[src/rtl/cnn_fc_pkg.sv]
// Shared definitions for the fully-connected layer weight path:
// default geometry, loader FSM states and the checksum update rule.
package cnn_fc_pkg;

    localparam int DW_DEF        = 24;
    localparam int AW_DEF        = 10;
    localparam int NUM_WORDS_DEF = 96;

    typedef enum logic [2:0] {
        S_IDLE   = 3'd0,
        S_LOAD   = 3'd1,
        S_READ   = 3'd2,
        S_DRAIN  = 3'd3,
        S_CHECK  = 3'd4,
        S_FINISH = 3'd5
    } state_t;

    // Checksum step: the word is mixed with its address so that swapped
    // or misaddressed words change the sum. Callers zero-extend into 64 bits
    // and truncate the result to their accumulator width.
    function automatic logic [63:0] csum_update(input logic [63:0] sum,
                                                input logic [63:0] data,
                                                input logic [63:0] addr);
        return sum + (data ^ addr);
    endfunction

endpackage

[src/rtl/cnn_fc_csum_acc.sv]
// Running checksum accumulator. o_sum already includes the contribution of
// the word presented this cycle, so a consumer can compare the complete sum
// in the same cycle the last word arrives.
module cnn_fc_csum_acc
    import cnn_fc_pkg::*;
#(
    parameter int DW  = DW_DEF,
    parameter int AW  = AW_DEF,
    parameter int CSW = DW + 8
) (
    input  logic           i_clk,
    input  logic           i_rst_n,
    input  logic           i_clear,
    input  logic           i_en,
    input  logic [DW-1:0]  i_data,
    input  logic [AW-1:0]  i_addr,
    output logic [CSW-1:0] o_sum
);

    logic [CSW-1:0] r_sum;
    logic [CSW-1:0] w_sum_upd;

    assign w_sum_upd = CSW'(csum_update(64'(r_sum), 64'(i_data), 64'(i_addr)));
    assign o_sum     = i_en ? w_sum_upd : r_sum;

    // Accumulate enabled words modulo 2^CSW; clear wins over accumulate.
    always_ff @(posedge i_clk or negedge i_rst_n) begin
        if (!i_rst_n) begin
            r_sum <= '0;
        end else if (i_clear) begin
            r_sum <= '0;
        end else if (i_en) begin
            r_sum <= w_sum_upd;
        end
    end

endmodule

[src/rtl/cnn_fc_weight_loader.sv]
// Weight-memory initiator for the FC layer: streams words into RAM addresses
// 0..NUM_WORDS-1, optionally reads them all back and compares checksums.
module cnn_fc_weight_loader
    import cnn_fc_pkg::*;
#(
    parameter int DW        = DW_DEF,
    parameter int AW        = AW_DEF,
    parameter int NUM_WORDS = NUM_WORDS_DEF
) (
    input  logic          CLK,
    input  logic          RSTn,
    input  logic          START,
    input  logic          VERIFY_EN,
    input  logic          ABORT,
    input  logic          WIN_VALID,
    input  logic [DW-1:0] WIN_DATA,
    output logic          WIN_READY,
    output logic          VECTOR_W_WEN,
    output logic          VECTOR_W_REN,
    output logic [AW-1:0] VECTOR_W_ADDR,
    output logic [DW-1:0] VECTOR_W_WDATA,
    input  logic [DW-1:0] VECTOR_W_RDATA,
    output logic          BUSY,
    output logic          DONE,
    output logic          ERROR
);

    localparam int CSW = DW + 8;
    localparam int CW  = AW + 1;
    localparam logic [CW-1:0] LAST = CW'(NUM_WORDS - 1);

    state_t          r_state;
    state_t          w_next;
    logic [CW-1:0]   r_wcnt;
    logic [CW-1:0]   r_rcnt;
    logic            r_verify;
    logic            r_wen;
    logic            r_ren;
    logic [AW-1:0]   r_addr;
    logic [DW-1:0]   r_wdata;
    logic            r_ren_d;
    logic [AW-1:0]   r_addr_d;
    logic            r_done;
    logic            r_error;
    logic            w_start;
    logic            w_hs;
    logic            w_rd;
    logic [CSW-1:0]  w_wcsum;
    logic [CSW-1:0]  w_rcsum;

    assign WIN_READY      = (r_state == S_LOAD);
    assign BUSY           = (r_state != S_IDLE);
    assign DONE           = r_done;
    assign ERROR          = r_error;
    assign VECTOR_W_WEN   = r_wen;
    assign VECTOR_W_REN   = r_ren;
    assign VECTOR_W_ADDR  = r_addr;
    assign VECTOR_W_WDATA = r_wdata;

    // ABORT suppresses the handshake and the read issue in the cycle it is seen.
    assign w_start = (r_state == S_IDLE) && START;
    assign w_hs    = (r_state == S_LOAD) && WIN_VALID && !ABORT;
    assign w_rd    = (r_state == S_READ) && !ABORT;

    // Write-side checksum follows accepted upstream words and their addresses.
    cnn_fc_csum_acc #(.DW(DW), .AW(AW), .CSW(CSW)) u_wcsum (
        .i_clk   (CLK),
        .i_rst_n (RSTn),
        .i_clear (w_start),
        .i_en    (w_hs),
        .i_data  (WIN_DATA),
        .i_addr  (r_wcnt[AW-1:0]),
        .o_sum   (w_wcsum)
    );

    // Read-side checksum follows RAM data qualified by the delayed read strobe.
    cnn_fc_csum_acc #(.DW(DW), .AW(AW), .CSW(CSW)) u_rcsum (
        .i_clk   (CLK),
        .i_rst_n (RSTn),
        .i_clear (w_start),
        .i_en    (r_ren_d),
        .i_data  (VECTOR_W_RDATA),
        .i_addr  (r_addr_d),
        .o_sum   (w_rcsum)
    );

    // State register.
    always_ff @(posedge CLK or negedge RSTn) begin
        if (!RSTn) begin
            r_state <= S_IDLE;
        end else begin
            r_state <= w_next;
        end
    end

    // Next-state decode; ABORT returns to IDLE from every active phase but FINISH.
    always_comb begin
        w_next = r_state;
        case (r_state)
            S_IDLE: begin
                if (START) w_next = S_LOAD;
            end
            S_LOAD: begin
                if (ABORT)                         w_next = S_IDLE;
                else if (w_hs && (r_wcnt == LAST)) w_next = r_verify ? S_READ : S_FINISH;
            end
            S_READ: begin
                if (ABORT)               w_next = S_IDLE;
                else if (r_rcnt == LAST) w_next = S_DRAIN;
            end
            S_DRAIN: begin
                w_next = ABORT ? S_IDLE : S_CHECK;
            end
            S_CHECK: begin
                w_next = ABORT ? S_IDLE : S_FINISH;
            end
            S_FINISH: begin
                w_next = S_IDLE;
            end
            default: begin
                w_next = S_IDLE;
            end
        endcase
    end

    // Counters and the verify flag latched at START.
    always_ff @(posedge CLK or negedge RSTn) begin
        if (!RSTn) begin
            r_wcnt   <= '0;
            r_rcnt   <= '0;
            r_verify <= 1'b0;
        end else if (w_start) begin
            r_wcnt   <= '0;
            r_rcnt   <= '0;
            r_verify <= VERIFY_EN;
        end else begin
            if (w_hs) r_wcnt <= r_wcnt + 1'b1;
            if (w_rd) r_rcnt <= r_rcnt + 1'b1;
        end
    end

    // Registered RAM port; address and write data hold when idle or stalled.
    always_ff @(posedge CLK or negedge RSTn) begin
        if (!RSTn) begin
            r_wen   <= 1'b0;
            r_ren   <= 1'b0;
            r_addr  <= '0;
            r_wdata <= '0;
        end else begin
            r_wen <= w_hs;
            r_ren <= w_rd;
            if (w_hs) begin
                r_addr  <= r_wcnt[AW-1:0];
                r_wdata <= WIN_DATA;
            end else if (w_rd) begin
                r_addr  <= r_rcnt[AW-1:0];
            end
        end
    end

    // One-cycle delayed read strobe and address, aligned with returning RDATA.
    always_ff @(posedge CLK or negedge RSTn) begin
        if (!RSTn) begin
            r_ren_d  <= 1'b0;
            r_addr_d <= '0;
        end else begin
            r_ren_d  <= r_ren;
            r_addr_d <= r_addr;
        end
    end

    // DONE pulse after FINISH; ERROR is sticky until the next accepted START.
    always_ff @(posedge CLK or negedge RSTn) begin
        if (!RSTn) begin
            r_done  <= 1'b0;
            r_error <= 1'b0;
        end else begin
            r_done <= (r_state == S_FINISH);
            if (w_start) begin
                r_error <= 1'b0;
            end else if ((r_state == S_CHECK) && !ABORT) begin
                r_error <= (w_rcsum != w_wcsum);
            end
        end
    end

endmodule

[config.mk]
export PLATFORM = sky130hd
export DESIGN_NAME = cnn_fc_weight_loader
export DESIGN_NICKNAME = d
export VERILOG_FILES = /design/src/rtl/cnn_fc_pkg.sv /design/src/rtl/cnn_fc_csum_acc.sv /design/src/rtl/cnn_fc_weight_loader.sv
export SDC_FILE = /design/constraint.sdc
export NUM_CORES = 1
export LEC_CHECK = 0
export ABC_AREA = 1
export CORE_MARGIN = 2
export CORE_UTILIZATION = 64
export DETAILED_ROUTE_END_ITERATION = 12
export GPL_TIMING_DRIVEN = 0
export HOLD_SLACK_MARGIN = 0.02
export PLACE_DENSITY_LB_ADDON = 0.05
export SLEW_MARGIN = 20
export SYNTH_ARGS = -nofsm -noshare
export SYNTH_HDL_FRONTEND = slang
export SYNTH_SLANG_ARGS = --single-unit
[constraint.sdc]
create_clock -name CLK -period 4.45 [get_ports CLK]
set_input_delay 0.445 -clock CLK [delete_from_list [all_inputs] [get_ports CLK]]
set_output_delay 0.445 -clock CLK [all_outputs]
set_load 0.02 [all_outputs]
Fig. 1: met1 routing
The bar under the picture is 50 microns long. Cells faint in the background.
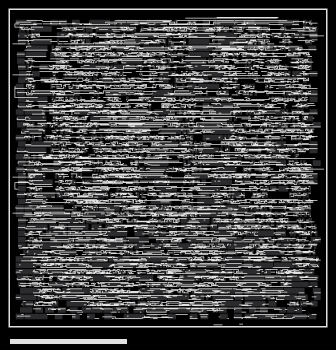
- share of all routed wire: 43%
- main direction: horizontal
- longest straight run: 48.8 microns
- nets with wire on the layer: 1813

Fig. 2: metal 2
Cells faint in the background.
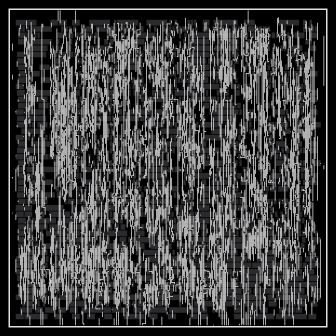
- wire length on this layer: 14200 microns
- nets with wire on the layer: 1547
- main direction: vertical
- longest straight run: 41.8 microns

Fig. 3: M3 wires
The bar under the picture is 50 microns long. Cells faint in the background.
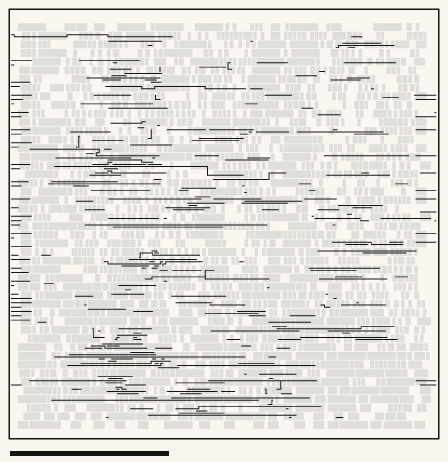
- longest straight run: 64.9 microns
- wire length on this layer: 2840 microns

Fig. 4: cell outlines without signal wires
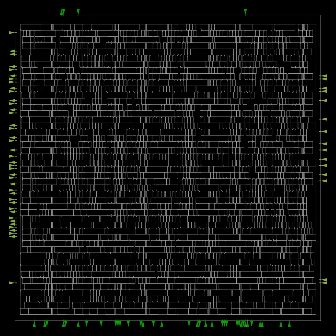
FFs & Latches: 139
fill count: 1374
# Taps: 220
core area: 0.0166 sq mm
fin util: 76.5%

==> CHANGELOG.md <==
### Changed

- Hold Path Stages: 0
- Total tool warning count: 34
- Pint: 3.86 mW
- WHS: 0.378 ns
- Worst Path Buf+Inv: 3
- Setup CP Type: input port to register
- Switching pwr: between 3 and 4 mW
- Top cell excl fill/tap: nand2_1
- Worst-path clk slew: 0.07 ns
- Metal-1 WL: 13.8 mm
- DR pass1 iterations: 8
- Sequential Power Share: 26.0%
- Fmax: 292 MHz
- Ys flops: ~140
- #MultiIn Comb: 1295
- Max incr delay on CP: 0.46 ns
- Status: completed
- Number of antenna violations at the first check in global routing: 0
- GPL Wtd Cong: 0.990
- Clock power share: 18.5%
- HP Class: register to register
- FP Rows: 47
- Worst path depth: 24
- Clk power: 1.38 mW
- Crit Path Max Fanout: 4
- Grt ovf: 0
- Arr. time, crit path: 3.76 ns
- Dpl hpwl: 24.6 mm
- Final critical-path required period: 3.43 ns
- Die ar.: 0.0181 sq mm
- Count of buffers from port buffering: 93
- Num CTS Buffers: 17
- EDFF count, synth: 0
- Total chip power: 7.45 mW
- Flop area: 0.00348 sq mm
- Critical Path Source Type: input port
- Mapped Area: 0.0109 sq mm
- Cts repair resizes: 0
Power is estimated from default activity; no workload was simulated.
